### The metal 4 layer, run 1

Drawn at 4 px/um. Supply wires on this layer in grey.
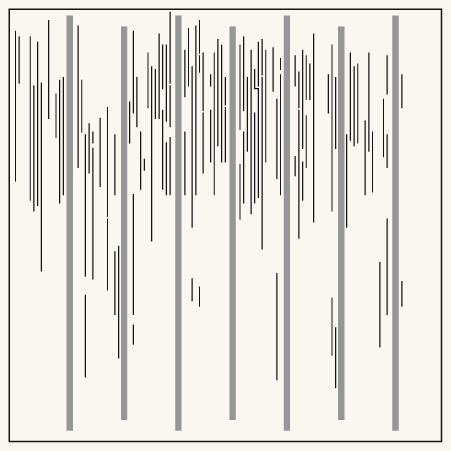
### Layout detail, run 1

Window x 39 to 69, y 17 to 47 um. Cells in grey, sequential cells in the stronger grey; small squares are vias.
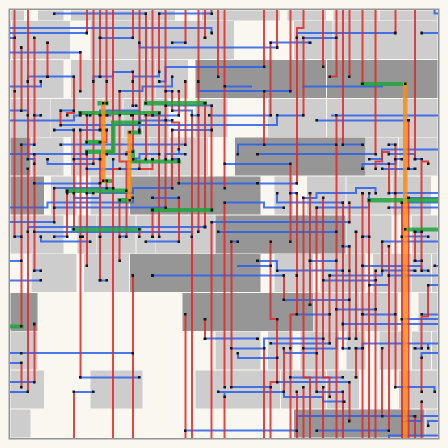
### Logic cells by family, run 1

Drawn at 6 px/um.
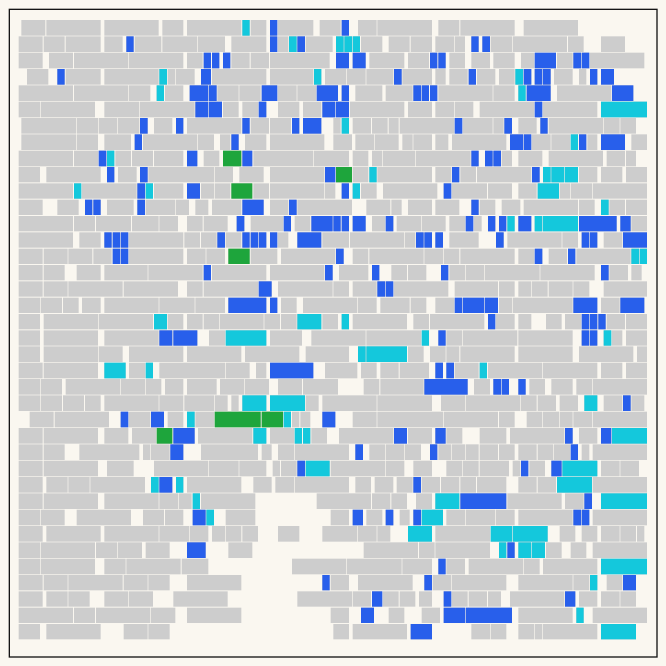
### Signal metal coverage by tile, run 1

Drawn at 3 px/um. 22 x 22 tiles, from white (low) to dark blue (high), scaled to the fullest tile. Values are wire area over tile area, all layers added.
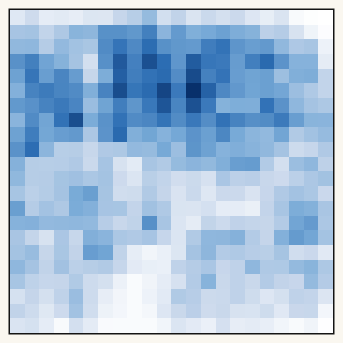
## src/rtl/pc_sequencer.sv

```systemverilog
// pc_sequencer: multi-cycle fetch/execute sequencer that owns the program
// counter, issues instruction fetches and resolves the next PC once the
// datapath reports completion (branch target when zero & branch, else PC+4).
module pc_sequencer #(
    parameter logic [31:0] RESET_PC     = 32'h0000_0000,
    parameter int unsigned EXEC_TIMEOUT = 15
) (
    input  logic        clock,
    input  logic        reset,
    input  logic        start,
    input  logic        halt,
    output logic        imem_req,
    output logic [31:0] imem_addr,
    input  logic        imem_ack,
    input  logic [31:0] imem_rdata,
    output logic [31:0] instr,
    output logic        instr_valid,
    input  logic        exec_done,
    input  logic        zero,
    input  logic        branch,
    input  logic [31:0] branch_target,
    output logic [31:0] pc,
    output logic        pc_write,
    output logic [31:0] retired,
    output logic        busy,
    output logic        error
);

    typedef enum logic [2:0] {
        S_IDLE   = 3'd0,
        S_FETCH  = 3'd1,
        S_EXEC   = 3'd2,
        S_UPDATE = 3'd3,
        S_HALTED = 3'd4,
        S_ERROR  = 3'd5
    } state_t;

    // Last counter value that is still allowed in EXEC; reaching it without
    // exec_done means the datapath has hung.
    localparam logic [7:0] TIMEOUT_LAST = 8'(EXEC_TIMEOUT - 32'd1);

    state_t      state_r,   state_s;
    logic [31:0] pc_r,      pc_s;
    logic [31:0] instr_r,   instr_s;
    logic [31:0] retired_r, retired_s;
    logic [31:0] next_pc_r, next_pc_s;
    logic [7:0]  tcnt_r,    tcnt_s;
    logic        taken_s;

    // Word alignment test for a candidate PC.
    function automatic logic is_aligned(input logic [31:0] addr);
        return (addr[1:0] == 2'b00);
    endfunction

    // Next-state and datapath-register update logic for the sequencer.
    always_comb begin
        state_s   = state_r;
        pc_s      = pc_r;
        instr_s   = instr_r;
        retired_s = retired_r;
        next_pc_s = next_pc_r;
        tcnt_s    = tcnt_r;
        taken_s   = zero & branch;

        case (state_r)
            S_IDLE: begin
                if (start) begin
                    state_s = S_FETCH;
                end else begin
                    state_s = S_IDLE;
                end
            end
            S_FETCH: begin
                if (imem_ack) begin
                    instr_s = imem_rdata;
                    tcnt_s  = 8'd0;
                    state_s = S_EXEC;
                end else begin
                    state_s = S_FETCH;
                end
            end
            S_EXEC: begin
                // A completion on the final allowed cycle still counts as done.
                if (exec_done) begin
                    if (taken_s) begin
                        next_pc_s = branch_target;
                    end else begin
                        next_pc_s = pc_r + 32'd4;
                    end
                    state_s = S_UPDATE;
                end else if (tcnt_r == TIMEOUT_LAST) begin
                    state_s = S_ERROR;
                end else begin
                    tcnt_s  = tcnt_r + 8'd1;
                    state_s = S_EXEC;
                end
            end
            S_UPDATE: begin
                // A misaligned target leaves pc and retired untouched.
                if (!is_aligned(next_pc_r)) begin
                    state_s = S_ERROR;
                end else begin
                    pc_s      = next_pc_r;
                    retired_s = retired_r + 32'd1;
                    if (halt) begin
                        state_s = S_HALTED;
                    end else begin
                        state_s = S_FETCH;
                    end
                end
            end
            S_HALTED: begin
                if (start) begin
                    state_s = S_FETCH;
                end else begin
                    state_s = S_HALTED;
                end
            end
            S_ERROR: begin
                state_s = S_ERROR;
            end
            default: begin
                // Unreachable encodings are treated as a fault.
                state_s = S_ERROR;
            end
        endcase
    end

    // State and datapath registers with asynchronous active-low reset.
    always_ff @(posedge clock or negedge reset) begin
        if (!reset) begin
            state_r   <= S_IDLE;
            pc_r      <= RESET_PC;
            instr_r   <= 32'h0000_0000;
            retired_r <= 32'h0000_0000;
            next_pc_r <= RESET_PC;
            tcnt_r    <= 8'd0;
        end else begin
            state_r   <= state_s;
            pc_r      <= pc_s;
            instr_r   <= instr_s;
            retired_r <= retired_s;
            next_pc_r <= next_pc_s;
            tcnt_r    <= tcnt_s;
        end
    end

    // All outputs are decoded from registers only; no input reaches an output
    // combinationally.
    assign imem_req    = (state_r == S_FETCH);
    assign imem_addr   = pc_r;
    assign instr       = instr_r;
    assign instr_valid = (state_r == S_EXEC);
    assign pc          = pc_r;
    assign pc_write    = (state_r == S_UPDATE) && is_aligned(next_pc_r);
    assign retired     = retired_r;
    assign busy        = (state_r == S_FETCH) || (state_r == S_EXEC) ||
                         (state_r == S_UPDATE);
    assign error       = (state_r == S_ERROR);

endmodule
```

## config.mk

```make
export PLATFORM = sky130hd
export DESIGN_NAME = pc_sequencer
export DESIGN_NICKNAME = d
export VERILOG_FILES = /design/src/rtl/pc_sequencer.sv
export SDC_FILE = /design/constraint.sdc
export NUM_CORES = 1
export LEC_CHECK = 0
export CAP_MARGIN = 20
export CORE_UTILIZATION = 60
export CTS_BUF_LIST = sky130_fd_sc_hd__clkbuf_8
export CTS_CLUSTER_SIZE = 30
export DETAILED_ROUTE_END_ITERATION = 7
export DONT_BUFFER_PORTS = 1
export PLACE_DENSITY = 0.84
export REMOVE_ABC_BUFFERS = 1
export SLEW_MARGIN = 10
export SYNTH_ARGS = -nofsm -noshare
export SYNTH_HDL_FRONTEND = slang
export SYNTH_SLANG_ARGS = --single-unit
```

## constraint.sdc

```tcl
create_clock -name clock -period 1.6 [get_ports clock]
set_input_delay 0.16 -clock clock [delete_from_list [all_inputs] [get_ports clock]]
set_output_delay 0.16 -clock clock [all_outputs]
set_load 0.01 [all_outputs]
```

==> GITHUB_STEP_SUMMARY, run 1 <==
### Yosys + OpenROAD results

| Metric | Value |
|---|---|
| Worst setup SP type | `flip-flop` |
| Drc violations | `1` |
| Cells after DPL | `853` |
| Total power | `roughly 15 mW` |
| Pwr Density | `1560 nW/um2` |
| Num CTS Buffers | `17` |
| Synth Seq Share | `51.9%` |
| Top delay family on crit path | `simple AND/OR/NAND/NOR gates` |
| Reg2Reg Setup Slack | `-0.28 ns` |
| Simple share | `20.6%` |
| Worst hold margin | `-0.593 ns` |
| Failing checks | `design-rule violations, negative hold slack, negative setup slack` |
| Met3 routed WL | `2.95 mm` |
| Post-synth ARST share | `100%` |
| Clock Power | `3.04 mW` |
| Net Sw Power | `approximately 6 mW` |
| Initial antenna violation count | `2` |
| VDD IR max | `1090 uV` |
| Yosys top cell by instances | `dfrtp_1` |
| Clock Latency Late Sink | `about 0.44 ns` |
| Largest net degree at the start of global routing | `around 140` |
| Status | `complete, but fails checks` |
| Hold crit path type | `in2async` |
| Iteration-0 DRC Markers | `approximately 900` |
| Max Root-Sink Buffers | `2` |
| Post-Route Skew | `slightly above 0.008 ns` |
| Clk pwr share | `20.1%` |
| Dpl cell area | `~7300 um2` |
| Final setup margin | `-0.276 ns` |
| Crit-path cells | `ha_4 -> nand3_4 -> nor3_4 -> buf_6 -> nand4_1 -> xor2_2 -> o22ai_4` |
| Setup crit end kind | `flip-flop` |
| Multiplexer share | `5.53%` |
| Main area contributors | `dfrtp_1 52%, nand2_1 7.6%, mux2_2 5.4%` |
| Fp_density | `61.8%` |
| Max Cap Viol | `0` |
| Placed wire-length estimate | `11.4 mm` |
| Setup Viol. Count Final | `a little under 100` |
| Vias in the first global route | `6542` |
| Fin. Hold Viols | `roughly 140` |
| Max-Slew Margin vs Limit | `68.3%` |
| Area share, top type | `51.9%` |
| Seq. cell area | `roughly 3500 um2` |
| PortBufs | `0` |
| Synth Area in XOR/XNOR | `7.97%` |
| Worst path arrival time | `2.19 ns` |
| Routability cong. | `between 0.8 and 0.9` |
| Period minus WS final | `between 1.5 and 2 ns` |
| Number of enable flip-flop cells | `0` |
| CTS tree | `built` |
About 'The metal 4 layer':
nets with wire on the layer: 94
wire length on this layer: 2030 um
main direction: vertical
longest straight run: 46.9 um
vias after detailed routing: 6631
Routed Wire Length: 26.0 mm

About 'Layout detail':
| colour | layer |
|---|---|
| blue | metal 1 |
| orange | metal 4 |
| green | metal 3 |
| red | metal 2 |
sequential cells in the window: 8
netlist names of flops here include: `retired` (5)
cells with their middle in the window: 63
most frequent: buf_4 (11), dfrtp_1 (8), nand2_1 (5)

About 'Logic cells by family':
| colour | family | cells | most used |
|---|---|---|---|
| blue | NAND gates | 181 | nand2_1 |
| green | AND-OR and OR-AND gates | 7 | a21o_1 |
| cyan | NOR gates | 68 | nor2_1 |
Comb area share: 36.5%
most numerous logic cell after layout: dfrtp_1
post-route insts no fill: 993

About 'Signal metal coverage by tile':
mean over tiles: 0.40
nearly empty tiles: 0.80%
densest ninth of the die: top middle
tiles over half the peak: 27%
emptiest ninth of the die: bottom middle
Total GRT Usage: 37.3%
routed len/inst: 26.2 um

==> run 1: layout make-up <==
class / instances / area share [%]
Timing Repair Buffer: 208 / 21.1
Antenna cell: 1 / 0.0258
Tap cell: 140 / 1.81
Clock inverter: 10 / 1.29
Inverter: 12 / 0.593
Multi-Input combinational cell: 463 / 36.5
Clock buffer: 20 / 2.84
Sequential cell: 139 / 35.9
==> run 1: registers in the layout (all words and copies together), names as in the netlist <==
signal	flops
tcnt_r	8
retired	32
instr	32
imem_addr	32
state_r	3
next_pc_r	32
==> run 1: repair_timing <==
item                                   4_1_cts  5_1_grt
setup endpoints to repair                   75      102
gates resized                              108      119
pin swaps                                   25       56
gates cloned                                10        6
buffers inserted                             6       24
endpoints found under the hold margin      204      139
==> run 2, diff against run 1 <==
CORE_UTILIZATION = 40   (was 60)
PLACE_DENSITY = 0.61   (was 0.84)
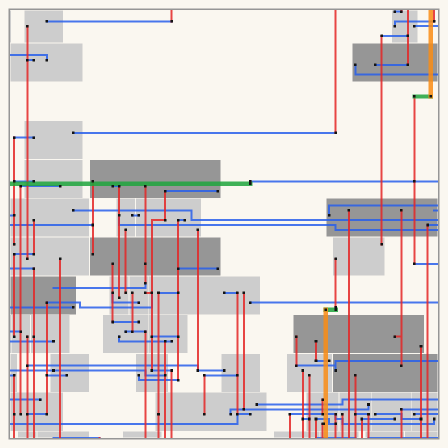
*Layout detail, run 2*
Window x 51 to 81, y 24 to 54 um. Cells in grey, sequential cells in the stronger grey; small squares are vias.
| colour | layer |
|---|---|
| orange | metal 4 |
| red | metal 2 |
| blue | metal 1 |
| green | metal 3 |
most frequent: dfrtp_1 (7), buf_4 (7), nand2_1 (4)
sequential cells in the window: 7
netlist names of flops here include: `retired` (6), `next_pc_r` (1)
cells with their middle in the window: 34

==> GITHUB_STEP_SUMMARY, run 2 <==
### Yosys + OpenROAD results

| Metric | Value |
|---|---|
| Post-CTS resize count | `98 (-9.3%)` |
| Period Utilization, post-route | `113%` |
| Fin. Hold Viols | `139 (unchanged)` |
| Setup crit end kind | `flip-flop` |
| Die area | `17300 um2` |
| Clock Latency Late Sink | `0.44 ns (about the same)` |
| Worst hold margin | `-0.594 ns (-0.000534 ns)` |
| Yosys cell count | `676` |
| Iteration-0 DRC Markers | `306 (-67%)` |
| Total power | `14.5 mW (-4.4%)` |
| Status | `complete, but fails checks` |
| CP endpoint | `instr[28]` |
| Syn avg cell area | `9.92 um2` |
| Worst-path fanout max | `8` |
| Synth Seq Share | `51.9% (unchanged)` |
| Main flop type | `dfrtp_1` |
| H-tree depth | `4` |
| Routability cong. | `0.826 (about the same)` |
| Clk pwr share | `19.0% (-1.1 points)` |
| Synthesized flop and latch total | `139` |
| Most numerous logic cell after layout | `dfrtp_1` |
| GR Util met3 | `roughly 8.6%` |
| Combinational cell power | `roughly 5.9 mW` |
| Yosys stat area | `6700 um2` |
| GR Util met2 | `39.8%` |
| Crit-path cells | `buf_6 -> buf_4 -> buf_6 -> inv_4 -> nor3_4 -> and2_4 -> buf_12 -> clkbuf_16 -> mux2_4` |
| Clock Power | `2.75 mW (-9.5%)` |
| Clock sinks | `139` |
| Slew at the pin closest to its max-slew limit | `between 0.4 and 0.5 ns` |
| Failing checks | `negative hold slack, negative setup slack` |
| Hold crit path type | `in2async` |
| Kind of critical path | `reg2reg` |
| Share of cells above drive strength 1 | `34.5%` |
| Post-route cell area | `9810 um2` |
| PortBufs | `0 (unchanged)` |
| Final setup margin | `-0.214 ns (+0.0612 ns)` |
| Worst path arrival time | `2.13 ns (-0.06 ns)` |
| Comb. cell area | `between 3000 and 4000 um2` |
| Initial antenna violation count | `2 (unchanged)` |
| Reg2reg path depth | `9` |
| Pwr Density | `1480 nW/um2 (-5.4%)` |
| Post-synth ARST share | `100% (unchanged)` |
| Seq. cell area | `3480 um2 (about the same)` |
| Worst setup SP type | `flip-flop` |
| Yosys top cell by instances | `dfrtp_1` |
| Hold-fix buffers at CTS | `66` |
| Main area contributors | `dfrtp_1 52%, nand2_1 7.6%, mux2_2 5.4%` |
| Post-Route Skew | `0.0199 ns (+0.0119 ns)` |
| Area share, top type | `51.9% (unchanged)` |
| Met2 routed WL | `between 10 and 15 mm` |
| Synth area leader | `dfrtp_1` |
| Post-route insts no fill | `1068 (+7.6%)` |
| CTS tree | `built` |
| Reg2Reg Setup Slack | `-0.21 ns (+0.06 ns)` |
| Post-CTS Setup Repair Bufs | `18 (+12)` |
| VDD IR max | `945 uV (-13%)` |
| Dpl cell area | `7400 um2 (+1.7%)` |
| Setup TNS | `-11.65 ns` |
| Post-DRT Antenna Nets | `0` |
| Met3 routed WL | `1.68 mm (-43%)` |
| Routed len/inst | `19.1 um (-27%)` |
| Period minus WS final | `1.81 ns (-0.0612 ns)` |
| Vias in the first global route | `5952 (-9.0%)` |
| Die x size | `131 um` |
| Number of enable flip-flop cells | `0 (unchanged)` |
| Placed wire-length estimate | `11.4 mm (+0.54%)` |
| Fp_density | `41.6% (-20 points)` |
| Max Cap Viol | `0 (unchanged)` |
| Post-Syn Area | `6700 um2` |
| RSZ-0062 raised after global routing | `yes` |
| Largest net degree at the start of global routing | `140 (unchanged)` |
| Setup Viol. Count Final | `87 (-12%)` |
| Total GRT Usage | `23.1% (-14 points)` |
| Area Overhead vs Synth | `46.4%` |
| Max-Slew Margin vs Limit | `73.1% (+4.8 points)` |
| Sw frac | `36.4%` |
| Net Sw Power | `5.27 mW (-12%)` |
| Max Root-Sink Buffers | `2 (unchanged)` |
| Library cells used by synthesis | `~50` |
| Top delay family on crit path | `buffers and inverters` |
| Num CTS Buffers | `17 (unchanged)` |
| Core Box Area | `16100 um2` |
| Final Util | `60.9%` |
| Cells after DPL | `928 (+8.8%)` |
| Pleak | `4.59 nW` |
| GR Overflow Total | `0` |
| Drc violations | `0 (-1)` |
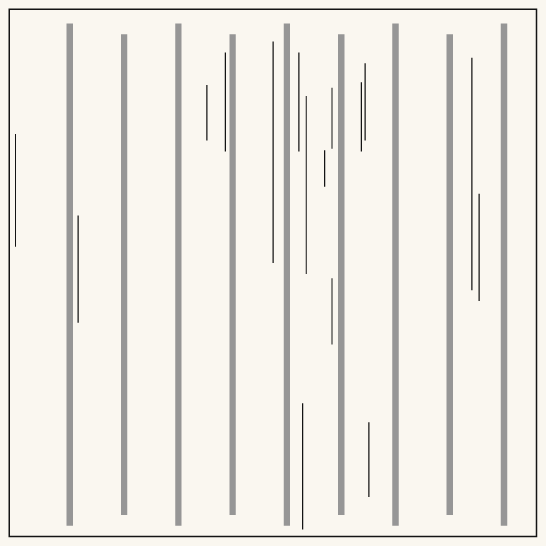
*The metal 4 layer, run 2*
Drawn at 4 px/um. Supply wires on this layer in grey.
nets with wire on the layer: 15
wire length on this layer: 426 um
longest straight run: 57.8 um
main direction: vertical
Routed Wire Length: 20.4 mm
vias after detailed routing: 5652

## run 2: area by class of cell
cell class,instances,area share [%]
antenna,2,0.0510
clock inverter,11,1.10
sequential,139,35.5
tap,216,2.76
clock buffer,19,2.67
timing repair buffer,206,21.8
inverter,12,0.663
multi-input combinational,463,35.5
## run 2: cells by family (layout without fill, tap and decap cells)
family / Yosys count / in the layout / synth area share [%]
adder cells (fa/ha/maj): 4 / 4 / 0.747
multiplexers: 33 / 33 / 5.53
AND-OR/OR-AND: 79 / 79 / 6.76
other: 0 / 2 / 0
XOR/XNOR: 61 / 61 / 7.97
AND/OR/NAND/NOR: 286 / 286 / 20.6
buffers and inverters: 74 / 248 / 6.51
flip-flops: 139 / 139 / 51.9
==> run 3, diff against run 2 <==
PLACE_DENSITY = 0.64   (was 0.61)
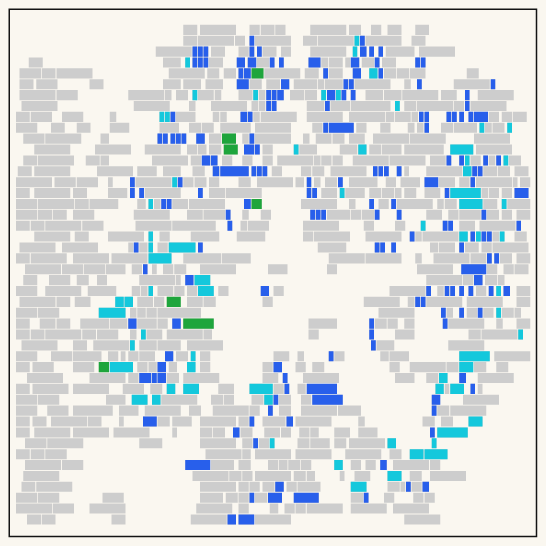
*Logic cells by family, run 3*
Drawn at 4 px/um.
| colour | family | cells | most used |
|---|---|---|---|
| blue | NAND gates | 181 | nand2_1 |
| green | AND-OR and OR-AND gates | 7 | a21o_1 |
| cyan | NOR gates | 68 | nor2_1 |
Comb area share: 36.1%
post-route insts no fill: 1061

==> GITHUB_STEP_SUMMARY, run 3 <==
### Yosys + OpenROAD results

| Metric | Value |
|---|---|
| Hold-fix buffers at CTS | `66 (unchanged)` |
| Period minus WS final | `1.76 ns (-0.0548 ns)` |
| CP endpoint | `retired[20]` |
| Reg2reg path depth | `7 (-2)` |
| Clock Latency Late Sink | `0.45 ns (about the same)` |
| Cell-internal power | `9.09 mW` |
| Slew at the pin closest to its max-slew limit | `0.558 ns (+0.155 ns)` |
| Initial antenna violation count | `0 (-2)` |
| H-tree depth | `4 (unchanged)` |
| Die area | `17300 um2 (unchanged)` |
| Setup crit end kind | `flip-flop` |
| PortBufs | `0 (unchanged)` |
| Hold crit path type | `in2async` |
| Post-DRT Antenna Nets | `0 (unchanged)` |
| Fin. max-slew vios | `0` |
| Clock Power | `2.80 mW (+2%)` |
| Drc violations | `0 (unchanged)` |
| Total GRT Usage | `23.1% (about the same)` |
| Net Sw Power | `5.15 mW (-2.3%)` |
| Yosys stat area | `6700 um2 (unchanged)` |
| Routability cong. | `0.872 (+5.5%)` |
| Worst hold margin | `-0.591 ns (+0.00335 ns)` |
| Crit-path cells | `nor3b_4 -> buf_4 -> and4_4 -> nand4_4 -> buf_6 -> nor2_4 -> xor2_1` |
| Setup TNS | `-5.99 ns (+5.66 ns)` |
| RSZ-0062 raised after global routing | `yes` |
| Total power | `14.2 mW (-1.6%)` |
| Fp_density | `41.6% (unchanged)` |
| Antenna cell count | `0 (-2)` |
| Post-Syn Area | `6700 um2 (unchanged)` |
| Synthesized flop and latch total | `139 (unchanged)` |
| Num CTS Buffers | `17 (unchanged)` |
| Main flop type | `dfrtp_1` |
| Core Box Area | `16100 um2 (unchanged)` |
| Kind of critical path | `reg2reg` |
| Failing checks | `negative hold slack, negative setup slack` |
| Largest net degree at the start of global routing | `140 (unchanged)` |
| Post-Route Skew | `0.0124 ns (-0.00755 ns)` |
| Area Overhead vs Synth | `44.6%` |
| Area share, top type | `51.9% (unchanged)` |
| Pwr Density | `1470 nW/um2 (-0.45%)` |
| Clock sinks | `139 (unchanged)` |
| Pleak | `4.55 nW (-0.82%)` |
| Synth Seq Share | `51.9% (unchanged)` |
| Combinational cell power | `5.61 mW (-4.3%)` |
| Status | `complete, but fails checks` |
| Routed Wire Length | `20.1 mm (-1.2%)` |
| Synth area leader | `dfrtp_1` |
| Top delay family on crit path | `simple AND/OR/NAND/NOR gates` |
| Yosys top cell by instances | `dfrtp_1` |
| Period Utilization, post-route | `110% (-3.4 points)` |
| Number of enable flip-flop cells | `0 (unchanged)` |
| GR Overflow Total | `0 (unchanged)` |
| Max Root-Sink Buffers | `2 (unchanged)` |
| Max-Slew Margin vs Limit | `62.7% (-10 points)` |
| Cells after DPL | `931 (+0.32%)` |
| Post-synth ARST share | `100% (unchanged)` |
| CTS tree | `built` |
| Final Util | `60.2% (-0.71 points)` |
| GR Util met2 | `39.0% (-0.85 points)` |
| Final setup margin | `-0.160 ns (+0.0548 ns)` |
| Post-route cell area | `9690 um2 (-1.2%)` |
| Worst-path fanout max | `7 (-1)` |
| Syn avg cell area | `9.92 um2 (unchanged)` |
| Iteration-0 DRC Markers | `322 (+5.2%)` |
| Worst setup SP type | `flip-flop` |
| Fin. Hold Viols | `139 (unchanged)` |
| Most numerous logic cell after layout | `dfrtp_1` |
| Main area contributors | `dfrtp_1 52%, nand2_1 7.6%, mux2_2 5.4%` |
| Top Usage Layer GRT | `met2` |
| Placed wire-length estimate | `11.9 mm (+3.8%)` |
| Yosys cell count | `676 (unchanged)` |
| Clk pwr share | `19.7% (+0.7 points)` |
| VDD IR max | `923 uV (-2.4%)` |
| Met3 routed WL | `1.46 mm (-13%)` |
| Sw frac | `36.1% (-0.26 points)` |
| Dpl cell area | `7390 um2 (about the same)` |
| Max Cap Viol | `0 (unchanged)` |
| Setup Viol. Count Final | `76 (-13%)` |
| Share of cells above drive strength 1 | `35.9% (+1.4 points)` |
| Library cells used by synthesis | `50 (unchanged)` |
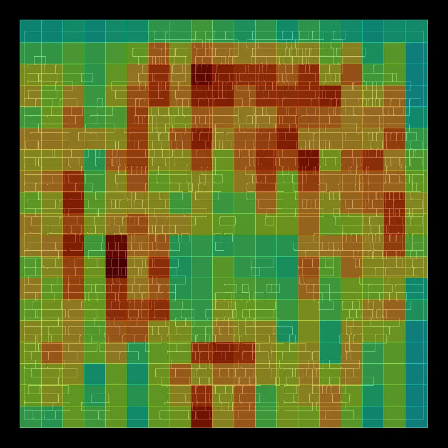
*Routing congestion, run 3*
routed len/inst: 19.0 um
GR Util met3: 7.52%

==> run 3: cells by family after synthesis <==
group / Yosys count / synth area share, %
simple gates: 286 / 20.6
flops: 139 / 51.9
buf+inv: 74 / 6.51
fa+ha+maj: 4 / 0.747
compound gates: 79 / 6.76
mux: 33 / 5.53
xor+xnor: 61 / 7.97
==> run 3: cell type report <==
class / count / area (um2)
sequential: 139 / 3480
tap: 216 / 270
inverter: 12 / 51.3
multi-input combinational: 463 / 3500
fill: 1279 / 6420
clock buffer: 20 / 275
clock inverter: 11 / 105
timing repair buffer: 200 / 2010
==> run 3: repair_timing <==
action / CTS / global route
setup endpoints to repair: 87 / 97
resized: 126 / 101
pin swaps: 32 / 48
buffers inserted: 18 / 10
hold endpoints to repair: 206 / 139
cloned: 9 / 2
No activity file was given, so power comes from the tool's default toggle rates.
